## src/rtl/issue_scheduler.sv

```systemverilog
// issue_scheduler: out-of-order issue scheduler with an age matrix.
// Dispatch goes to the lowest free slot. A writeback broadcast wakes up
// matching sources. The oldest slot with both sources ready is issued.
// Optional build macro: ISSUE_STALL_CNT_EN enables the stall cycle counter.
`timescale 1ns/1ps
module issue_scheduler #(
    parameter int ENTRIES         = 16,
    parameter int ADDR_WIDTH      = $clog2(ENTRIES),
    parameter int PHYS_ADDR_WIDTH = 7
) (
    input  logic                       clk,
    input  logic                       async_rst,
    input  logic                       clk_en,
    input  logic                       flush,
    input  logic                       disp_valid,
    output logic                       disp_ready,
    input  logic [PHYS_ADDR_WIDTH-1:0] disp_src0_tag,
    input  logic [PHYS_ADDR_WIDTH-1:0] disp_src1_tag,
    input  logic                       disp_src0_valid,
    input  logic                       disp_src1_valid,
    input  logic                       disp_src0_rdy,
    input  logic                       disp_src1_rdy,
    input  logic                       wb_valid,
    input  logic [PHYS_ADDR_WIDTH-1:0] wb_tag,
    output logic                       iq_wr_en,
    output logic [ADDR_WIDTH-1:0]      iq_wr_addr,
    output logic                       iq_rd_en,
    output logic [ADDR_WIDTH-1:0]      iq_rd_addr,
    input  logic                       issue_ready,
    output logic                       issue_valid,
    output logic [ADDR_WIDTH-1:0]      issue_addr,
    output logic [ADDR_WIDTH:0]        occupancy,
    output logic [31:0]                stall_cnt
);

    localparam logic [ADDR_WIDTH:0] FULL_COUNT = (ADDR_WIDTH+1)'(ENTRIES);

    // Per-slot state. age_reg[i][j] set means slot i is older than slot j.
    logic [ENTRIES-1:0]         valid_reg;
    logic [ENTRIES-1:0]         src0_rdy_reg;
    logic [ENTRIES-1:0]         src1_rdy_reg;
    logic [PHYS_ADDR_WIDTH-1:0] src0_tag_reg [ENTRIES];
    logic [PHYS_ADDR_WIDTH-1:0] src1_tag_reg [ENTRIES];
    logic [ENTRIES-1:0]         age_reg      [ENTRIES];
    logic [ADDR_WIDTH:0]        occupancy_reg;
    logic                       issue_valid_reg;
    logic [ADDR_WIDTH-1:0]      issue_addr_reg;

    logic [ENTRIES-1:0]    eligible;
    logic [ENTRIES-1:0]    select;
    logic [ENTRIES-1:0]    blocker [ENTRIES];
    logic                  any_eligible;
    logic                  accept;
    logic                  issue;
    logic [ADDR_WIDTH-1:0] free_idx;
    logic [ADDR_WIDTH-1:0] sel_idx;
    logic                  src0_rdy_in;
    logic                  src1_rdy_in;

    // A slot is selected when it is eligible and no other eligible slot is older.
    genvar gi, gj;
    generate
        for (gi = 0; gi < ENTRIES; gi++) begin : g_slot
            assign eligible[gi] = valid_reg[gi] & src0_rdy_reg[gi] & src1_rdy_reg[gi];
            for (gj = 0; gj < ENTRIES; gj++) begin : g_blk
                assign blocker[gi][gj] = eligible[gj] & age_reg[gj][gi];
            end
            assign select[gi] = eligible[gi] & ~(|blocker[gi]);
        end
    endgenerate

    // Lowest-index free slot for dispatch.
    always_comb begin
        free_idx = '0;
        for (int i = ENTRIES - 1; i >= 0; i--) begin
            if (!valid_reg[i]) free_idx = ADDR_WIDTH'(i);
        end
    end

    // Encode the selected (oldest eligible) slot.
    always_comb begin
        sel_idx = '0;
        for (int i = ENTRIES - 1; i >= 0; i--) begin
            if (select[i]) sel_idx = ADDR_WIDTH'(i);
        end
    end

    assign any_eligible = |eligible;
    assign disp_ready   = (occupancy_reg < FULL_COUNT);
    assign accept       = disp_valid & disp_ready & clk_en & ~flush;
    assign issue        = any_eligible & issue_ready & clk_en & ~flush;

    // Fold in a same-cycle writeback so that the wakeup is not lost.
    assign src0_rdy_in = ~disp_src0_valid | disp_src0_rdy | (wb_valid & (wb_tag == disp_src0_tag));
    assign src1_rdy_in = ~disp_src1_valid | disp_src1_rdy | (wb_valid & (wb_tag == disp_src1_tag));

    assign iq_wr_en    = accept;
    assign iq_wr_addr  = free_idx;
    assign iq_rd_en    = issue;
    assign iq_rd_addr  = sel_idx;
    assign issue_valid = issue_valid_reg;
    assign issue_addr  = issue_addr_reg;
    assign occupancy   = occupancy_reg;

    // Slot state: wakeup, issue free, dispatch allocate, age update, occupancy.
    always_ff @(posedge clk or posedge async_rst) begin
        if (async_rst) begin
            valid_reg       <= '0;
            src0_rdy_reg    <= '0;
            src1_rdy_reg    <= '0;
            for (int i = 0; i < ENTRIES; i++) begin
                src0_tag_reg[i] <= '0;
                src1_tag_reg[i] <= '0;
                age_reg[i]      <= '0;
            end
            occupancy_reg   <= '0;
            issue_valid_reg <= 1'b0;
            issue_addr_reg  <= '0;
        end else if (clk_en) begin
            issue_valid_reg <= issue;
            issue_addr_reg  <= sel_idx;
            if (flush) begin
                valid_reg     <= '0;
                occupancy_reg <= '0;
            end else begin
                for (int i = 0; i < ENTRIES; i++) begin
                    if (wb_valid && valid_reg[i]) begin
                        if (src0_tag_reg[i] == wb_tag) src0_rdy_reg[i] <= 1'b1;
                        if (src1_tag_reg[i] == wb_tag) src1_rdy_reg[i] <= 1'b1;
                    end
                end
                if (issue) valid_reg[sel_idx] <= 1'b0;
                if (accept) begin
                    valid_reg[free_idx]    <= 1'b1;
                    src0_tag_reg[free_idx] <= disp_src0_tag;
                    src1_tag_reg[free_idx] <= disp_src1_tag;
                    src0_rdy_reg[free_idx] <= src0_rdy_in;
                    src1_rdy_reg[free_idx] <= src1_rdy_in;
                    // New entry is younger than every currently valid slot.
                    age_reg[free_idx] <= '0;
                    for (int j = 0; j < ENTRIES; j++) begin
                        age_reg[j][free_idx] <= valid_reg[j];
                    end
                end
                case ({accept, issue})
                    2'b10:   occupancy_reg <= occupancy_reg + 1'b1;
                    2'b01:   occupancy_reg <= occupancy_reg - 1'b1;
                    default: occupancy_reg <= occupancy_reg;
                endcase
            end
        end
    end

`ifdef ISSUE_STALL_CNT_EN
    logic [31:0] stall_cnt_reg;

    // Count enabled cycles where entries are resident but none can issue.
    always_ff @(posedge clk or posedge async_rst) begin
        if (async_rst) begin
            stall_cnt_reg <= '0;
        end else if (clk_en && (occupancy_reg != '0) && !any_eligible
                     && (stall_cnt_reg != 32'hFFFF_FFFF)) begin
            stall_cnt_reg <= stall_cnt_reg + 32'd1;
        end
    end

    assign stall_cnt = stall_cnt_reg;
`else
    assign stall_cnt = '0;
`endif

endmodule

```

## config.mk

```make
export PLATFORM = sky130hd
export DESIGN_NAME = issue_scheduler
export DESIGN_NICKNAME = d
export VERILOG_FILES = /design/src/rtl/issue_scheduler.sv
export SDC_FILE = /design/constraint.sdc
export NUM_CORES = 2
export LEC_CHECK = 0
export CORE_MARGIN = 1
export CORE_UTILIZATION = 30
export CTS_BUF_LIST = sky130_fd_sc_hd__clkbuf_8
export DETAILED_ROUTE_END_ITERATION = 12
export GPL_TIMING_DRIVEN = 0
export SYNTH_ARGS = -nofsm -noshare
export SYNTH_HDL_FRONTEND = slang
export SYNTH_SLANG_ARGS = --single-unit
```

## constraint.sdc

```tcl
create_clock -name clk -period 36 [get_ports clk]
set_input_delay 5.4 -clock clk [delete_from_list [all_inputs] [get_ports clk]]
set_output_delay 5.4 -clock clk [all_outputs]
set_load 0.02 [all_outputs]
```

==> flow_summary.toml <==
# flow metrics
[layout]
layout-area-overhead-vs-synth_pct = 14.9
layout.area.top_class = "sequential cells"
combAreaFraction_pct = 38.7
signal_buffer_area_fraction_pct = 5.93

[critical_path]
timing.critical_path.mode_cell = "clkbuf_1"
reg2reg_setup_slack_ns = 31.09
critical_path.slowest_cell = "clkdlybuf4s50_1"
crit_path_cell_trace = "clkdlybuf4s50_1, nor2b_1, nand2_1, inv_1, clkbuf_1, clkbuf_1, clkbuf_1, clkdlybuf4s50_1"
cp.required_ns = 30.60

[synthesis]
synth_cells = 2867
synth_dominant_cell_count = "nand2_1"
top_area_share_pct = 50.1
postSynthRegisterBits = 538
async_flop_share_pct = 100
synth.top_cells.by_area = "dfrtp_1 50%, nand2_1 11%, nand4_1 5.4%, xnor2_1 4.2%, xor2_1 3.7%"
number_of_warnings_issued_by_yosys = 0

[timing]
slew_headroom_pct = 4.75
worst_slew_pin_slew_ns = 1.42
timing.final.max_slew_violations = 0
hold_slack_ns = 0.478

[power]
clock_net_power_mw = 0.592
combPwrFrac_pct = 12.3
switching_power_mw = 0.435
comb_power_mw = 0.175

[place]
detailed_place.area_um2 = 28900
global_placement_routability_congestion = 1.05

[grt]
maximum_number_of_pins_on_one_net_before_global_route_repair = 116
grt_pass1_vias = 23288
gr-total-overflow = 0

[route]
drcViolationCount = 24

[cts]
tritoncts = "yes"
cts_inserted_buffers = 99

[hold_path]
min_path_type = "flop to flop"
hp-start = "age_reg[111]$_DFFE_PP0P_"

[run]
warnings = 38

[floorplan]
die-width_um = 301
row_count = 109

[status]
status = "finished, violations left"
violated_checks = "design-rule violations"
==> layer usage <==
layer / part of all wire, % / track usage [%] / routed length (µm) / up-vias
met5: 0.011 / 0 / 14 / -
met4: 7.8 / 19.0 / 9770 / 2
met3: 10 / 6.84 / 12700 / 434
met2: 42 / 39.5 / 52800 / 1623
met1: 40 / 36.2 / 50600 / 12139
li1: - / - / - / 10226
==> stage by stage <==
step	power [mW]	std cells	setup slack, ns
floorplan	0.763	2898	15.56
global placement	0.831	4094	7.87
detailed placement	0.834	4100	20.82
CTS	1.42	4266	20.81
global route	1.46	4266	20.66
finish	1.42	4267	20.89
Figure 1. Routed metal, one colour a layer.
Drawn at 1 px/µm. Only two layers are drawn.
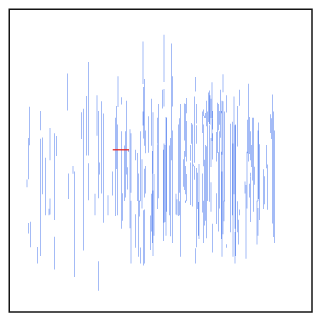
[metal 5] red | wire length: 14.7 µm
[metal 4] blue | wire length: 9,770 µm
total routing resource utilization after global routing: 27.5%
average wire per cell in the routed design: 29.5 µm
total number of vias: 24,424
WL final: 126,000 µm

Figure 2. Wires at chosen ports, followed through buffers.
Drawn at 1.5 px/µm.
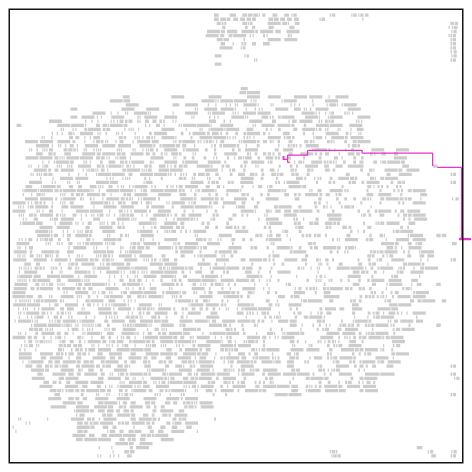
[`iq_rd_en`] magenta | bits: 1 | direction: output | edge: east | end cells: 1 | buffers: 1 | wire: 184 µm

Figure 3. Wiring heat map.
Drawn at 1 px/µm. 30 x 30 tiles, from dark blue (low) to red (high), scaled to the fullest tile. Values are wire area over tile area, all layers added.
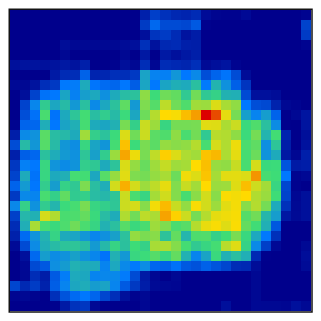
emptiest ninth of the die: north-east
nearly empty tiles: 30%
mean over tiles: 0.24
densest ninth of the die: centre
fullest tile: 0.87

Figure 4. Cell placement.
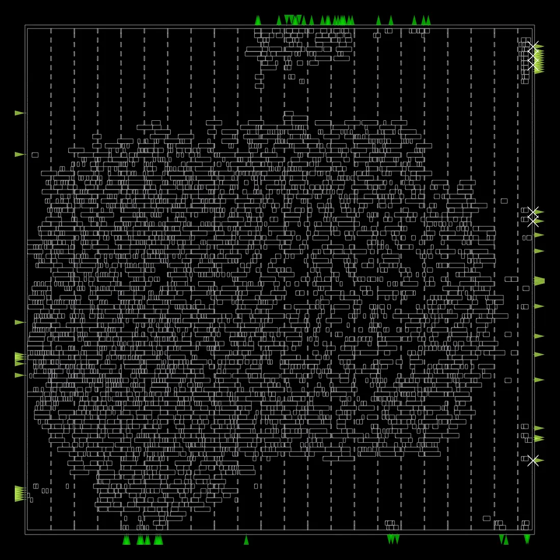
Post-Route Utilization: 34.9%
number of tapcells: 1,165
non-filler instance count after layout: 4,267
fill cell count: 9,055

Figure 5. Sequential cells coloured by netlist name.
Drawn at 2 px/µm.
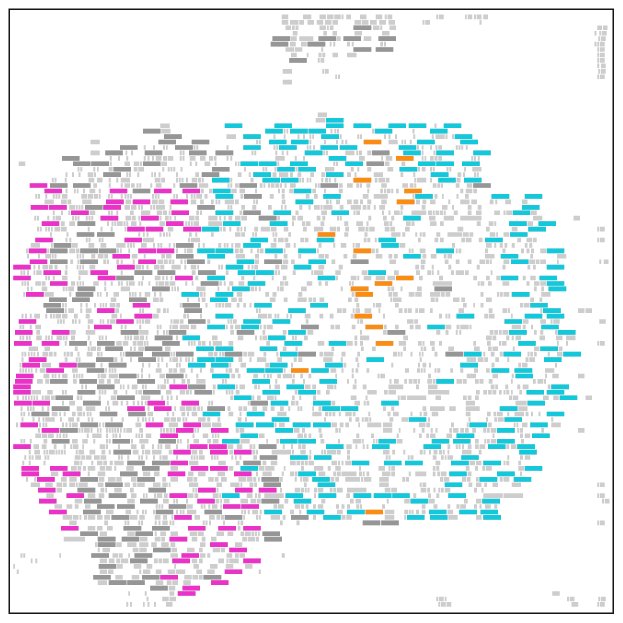
[`age_reg`] cyan | placed flops: 240
[`valid_reg`] orange | placed flops: 16 | where: centre
[`src1_tag_reg`] magenta | placed flops: 112
not coloured: 170
register area: 13,500 µm²
register fraction of the total cell area: 43.6%
sequential power: 0.657 mW

Power is estimated from default activity; no workload was simulated.
